File: config.mk
export PLATFORM = sky130hd
export DESIGN_NAME = bcd_scan_counter
export DESIGN_NICKNAME = d
export VERILOG_FILES = /design/src/rtl/bcd_scan_pkg.sv /design/src/rtl/bcd_digit_cell.sv /design/src/rtl/bcd_scan_counter.sv
export SDC_FILE = /design/constraint.sdc
export NUM_CORES = 1
export LEC_CHECK = 0
export CAP_MARGIN = 30
export CORE_UTILIZATION = 60
export CTS_CLUSTER_DIAMETER = 120
export DETAILED_ROUTE_END_ITERATION = 16
export GPL_TIMING_DRIVEN = 0
export PLACE_DENSITY_LB_ADDON = 0.15
export SLEW_MARGIN = 5
export SYNTH_ARGS = -nofsm -noshare
export SYNTH_HDL_FRONTEND = slang
export SYNTH_HIERARCHICAL = 1
export SYNTH_SLANG_ARGS = --single-unit
export TNS_END_PERCENT = 50
File: constraint.sdc
create_clock -name clk -period 6.1 [get_ports clk]
set_clock_uncertainty 0.2 [all_clocks]
set_input_delay 1.22 -clock clk [delete_from_list [all_inputs] [get_ports clk]]
set_output_delay 1.22 -clock clk [all_outputs]
set_load 0.1 [all_outputs]
File: src/rtl/bcd_scan_pkg.sv
// Shared types and constants for the BCD scan counter.
//   bcd_t          : one BCD decade (4 bits, legal codes 0..9)
//   BCD_MAX/MIN    : decade limits
//   *_DEF          : default parameter values for bcd_scan_counter
package bcd_scan_pkg;

   typedef logic [3:0] bcd_t;

   localparam bcd_t BCD_MAX = 4'd9;
   localparam bcd_t BCD_MIN = 4'd0;

   localparam int unsigned NUM_DIGITS_DEF = 4;
   localparam int unsigned SCAN_DIV_DEF   = 16;

endpackage : bcd_scan_pkg

File: src/rtl/bcd_digit_cell.sv
// One BCD decade with synchronous clear and up/down step.
// Ports:
//   clk, rst_n : clock, asynchronous active-low reset
//   clr        : synchronous clear (wins over step)
//   step       : count-step request for the whole counter
//   up         : 1 = increment, 0 = decrement
//   cin        : carry-in (up) / borrow-in (down) from the lower decade
//   value      : registered decade value, always 0..9
//   nxt_c      : value this decade will hold after the next edge
//   cout_c     : carry-out (up) / borrow-out (down) to the higher decade
module bcd_digit_cell
   import bcd_scan_pkg::*;
(
   input  logic clk,
   input  logic rst_n,
   input  logic clr,
   input  logic step,
   input  logic up,
   input  logic cin,
   output bcd_t value,
   output bcd_t nxt_c,
   output logic cout_c
);

   logic at_lim_c;
   logic move_c;

   // Next-value and carry/borrow generation
   always_comb begin
      at_lim_c = up ? (value == BCD_MAX) : (value == BCD_MIN);
      move_c   = step & cin;
      cout_c   = move_c & at_lim_c;
      nxt_c    = value;
      if (clr) begin
         nxt_c = BCD_MIN;
      end else if (move_c) begin
         if (up) begin
            nxt_c = at_lim_c ? BCD_MIN : bcd_t'(value + 4'd1);
         end else begin
            nxt_c = at_lim_c ? BCD_MAX : bcd_t'(value - 4'd1);
         end
      end
   end

   // Decade register
   always_ff @(posedge clk or negedge rst_n) begin
      if (!rst_n) begin
         value <= BCD_MIN;
      end else begin
         value <= nxt_c;
      end
   end

endmodule : bcd_digit_cell

File: src/rtl/bcd_scan_counter.sv
// Multi-decade BCD up/down counter with a multiplexed digit scan for a
// segment display.
// Optional build macro: BCD_SCAN_BLANK_EN -- leading-zero blanking; the
// digit enable is dropped while scanning a decade (index > 0) that, along
// with every higher decade, is zero. Decade 0 is always shown.
// Parameters:
//   NUM_DIGITS : number of decades (1..8)
//   SCAN_DIV   : clocks each decade stays selected (>= 2)
// Ports:
//   clk, rst_n : clock, asynchronous active-low reset
//   en         : count-step request
//   up         : 1 = count up, 0 = count down
//   clr        : synchronous clear of the count (priority over en)
//   count_bcd  : registered count, nibble 0 = least-significant decade
//   digit      : registered BCD nibble of the scanned decade
//   digit_sel  : registered active-high decade enable (one-hot, or zero when blanked)
//   wrap       : registered one-cycle pulse on roll-over / roll-under
module bcd_scan_counter
   import bcd_scan_pkg::*;
#(
   parameter int unsigned NUM_DIGITS = NUM_DIGITS_DEF,
   parameter int unsigned SCAN_DIV   = SCAN_DIV_DEF
) (
   input  logic                    clk,
   input  logic                    rst_n,
   input  logic                    en,
   input  logic                    up,
   input  logic                    clr,
   output logic [4*NUM_DIGITS-1:0] count_bcd,
   output logic [3:0]              digit,
   output logic [NUM_DIGITS-1:0]   digit_sel,
   output logic                    wrap
);

   localparam int unsigned IDX_W = (NUM_DIGITS > 1) ? $clog2(NUM_DIGITS) : 1;
   localparam int unsigned DIV_W = $clog2(SCAN_DIV);

   logic [NUM_DIGITS:0]       carry_c;
   logic [4*NUM_DIGITS-1:0]   count_nxt_c;
   logic [DIV_W-1:0]          div_q;
   logic [DIV_W-1:0]          div_nxt_c;
   logic [IDX_W-1:0]          idx_q;
   logic [IDX_W-1:0]          idx_nxt_c;
   logic [NUM_DIGITS-1:0]     sel_nxt_c;
   bcd_t                      digit_nxt_c;

   // Decade 0 always sees a carry/borrow-in; the top carry marks a wrap
   assign carry_c[0] = 1'b1;

   for (genvar i = 0; i < NUM_DIGITS; i++) begin : g_digit
      bcd_digit_cell u_cell (
         .clk    (clk),
         .rst_n  (rst_n),
         .clr    (clr),
         .step   (en),
         .up     (up),
         .cin    (carry_c[i]),
         .value  (count_bcd[4*i +: 4]),
         .nxt_c  (count_nxt_c[4*i +: 4]),
         .cout_c (carry_c[i+1])
      );
   end

   // Scan divider and decade index
   always_comb begin
      div_nxt_c = div_q + DIV_W'(1);
      idx_nxt_c = idx_q;
      if (div_q == DIV_W'(SCAN_DIV - 1)) begin
         div_nxt_c = '0;
         if (idx_q == IDX_W'(NUM_DIGITS - 1)) begin
            idx_nxt_c = '0;
         end else begin
            idx_nxt_c = idx_q + IDX_W'(1);
         end
      end
   end

   // Digit mux and enable from the post-edge count and index
   always_comb begin
      digit_nxt_c = BCD_MIN;
      sel_nxt_c   = '0;
      for (int i = 0; i < NUM_DIGITS; i++) begin
         if (IDX_W'(i) == idx_nxt_c) begin
            digit_nxt_c  = count_nxt_c[4*i +: 4];
            sel_nxt_c[i] = 1'b1;
         end
      end
`ifdef BCD_SCAN_BLANK_EN
      // Walk down from the top decade; hi_zero covers decades i..top
      begin : b_blank
         logic hi_zero;
         hi_zero = 1'b1;
         for (int i = NUM_DIGITS - 1; i > 0; i--) begin
            if (count_nxt_c[4*i +: 4] != BCD_MIN) begin
               hi_zero = 1'b0;
            end
            if ((IDX_W'(i) == idx_nxt_c) && hi_zero) begin
               sel_nxt_c = '0;
            end
         end
      end
`endif
   end

   // Scan state and display/wrap output registers
   always_ff @(posedge clk or negedge rst_n) begin
      if (!rst_n) begin
         div_q     <= '0;
         idx_q     <= '0;
         digit     <= BCD_MIN;
         digit_sel <= NUM_DIGITS'(1);
         wrap      <= 1'b0;
      end else begin
         div_q     <= div_nxt_c;
         idx_q     <= idx_nxt_c;
         digit     <= digit_nxt_c;
         digit_sel <= sel_nxt_c;
         wrap      <= ~clr & carry_c[NUM_DIGITS];
      end
   end

endmodule : bcd_scan_counter

Selected gate families:
(4 px per µm)
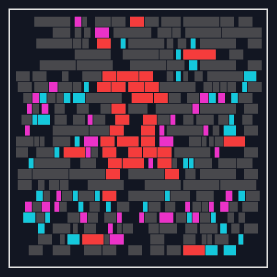
- magenta: NAND gates (cells 34)
- cyan: NOR gates (cells 40; where spread over the die)
- red: multiplexers (cells 34; where centre)

Congestion heat map:
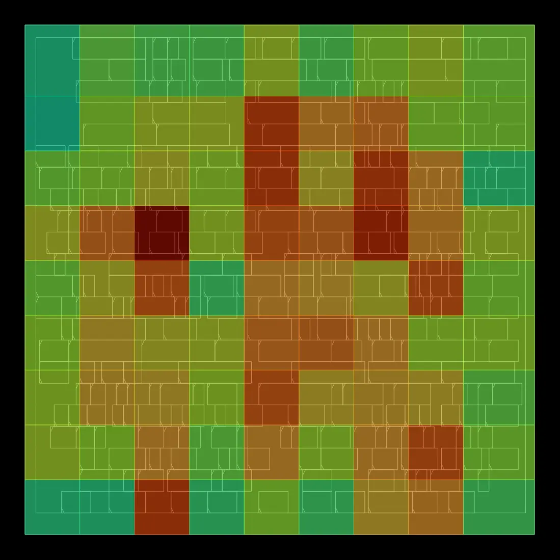
Finished Core Util: 75.1%
Tot GR Track Use: 26.6%
grt met1 use: 35.9%

==> results.toml <==
# generated from flow reports
[outcome]
outcome = "finished, final reports clean"

[logic_synthesis]
ys_ff = 31
ys_types = 35
edf_count = 0
synth_top_area_share_pct = 32.4
ys_sh_adder_pct = 7.56
netlist_instances = 238

[setup_path]
crit_family = "simple AND/OR/NAND/NOR gates"
start_kind = "input pin"
cp.arrival_ns = 4.71
cp_max_fo = 8
critical_path_required_ns = 6.12

[pwr]
power_leader = "registers"
internal_power_uw = 331
p_seq_share_pct = 45.4
max-vdd-ir-drop_v = 0.000160
combPwrFrac_pct = 23.6
power_density_nw_per_um2 = 175
finalPower_uw = 484
pg_seq_uw = 220

[clock_network]
cts-buffers-inserted = 5
cts.sinks = 31
clk_pin_slew_worst_paths_ns = 0.06
cts_resized = 0
cts-hold-fix-buffers = 0

[place]
place_ws_ns = 1.20
place_hpwl_um = 3450
dp.cells = 316
placed_area_um2 = 2690

[finish]
comb_area_share_pct = 50.8
drive_gt1_share_pct = 15.6
lay_top_count = "dfrtp_1"
logic_area_um2 = 1410
top_register = "g_digit.u_cell/value"
clock_area_share_pct = 2.94
n_all_buffers = 40
n_fill_cell = 289

[final_timing]
finalHoldViolations = 0
holdWs_ns = 0.283

[grt]
grt.busiest_layer = "met2"
met2_usage_pct = 42.3

[drt]
drc = 0
wl_met1_um = 2180
wl_per_cell_um = 14.8
met2_length_um = 2310
top_layer_used = "met4"
vias = 1890

[flow_run]
warnings = 34

[die]
core_um2 = 3690
pin_count = 30
Pin placement:
(8 px per µm) Pins as bars across the die edge, other pins in grey.
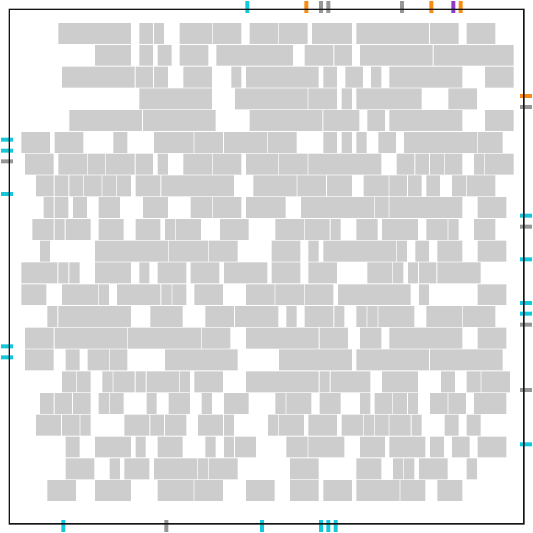
- purple: rst_n (pins 1; direction input; edge top)
- orange: digit_sel (pins 4; direction output; edge 3 top, 1 right)
- cyan: count_bcd (pins 16; direction output; edge 5 left, 5 right, 5 bottom, 1 top)
- all pins by edge: 10 right, 8 top, 6 left, 6 bottom

Zoomed window:
Window x 20 to 45, y 7 to 32 µm. Cells in grey, sequential cells in the stronger grey; small squares are vias.
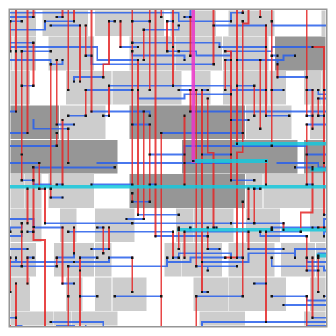
- blue: metal 1
- cyan: metal 3
- red: metal 2
- magenta: metal 4
- cells with their middle in the window: 47
- sequential cells in the window: 4
- most frequent: mux2i_1 (11), nor2_1 (6), nand2_1 (5)
- netlist names of flops here include: g_digit.u_cell/value (4)

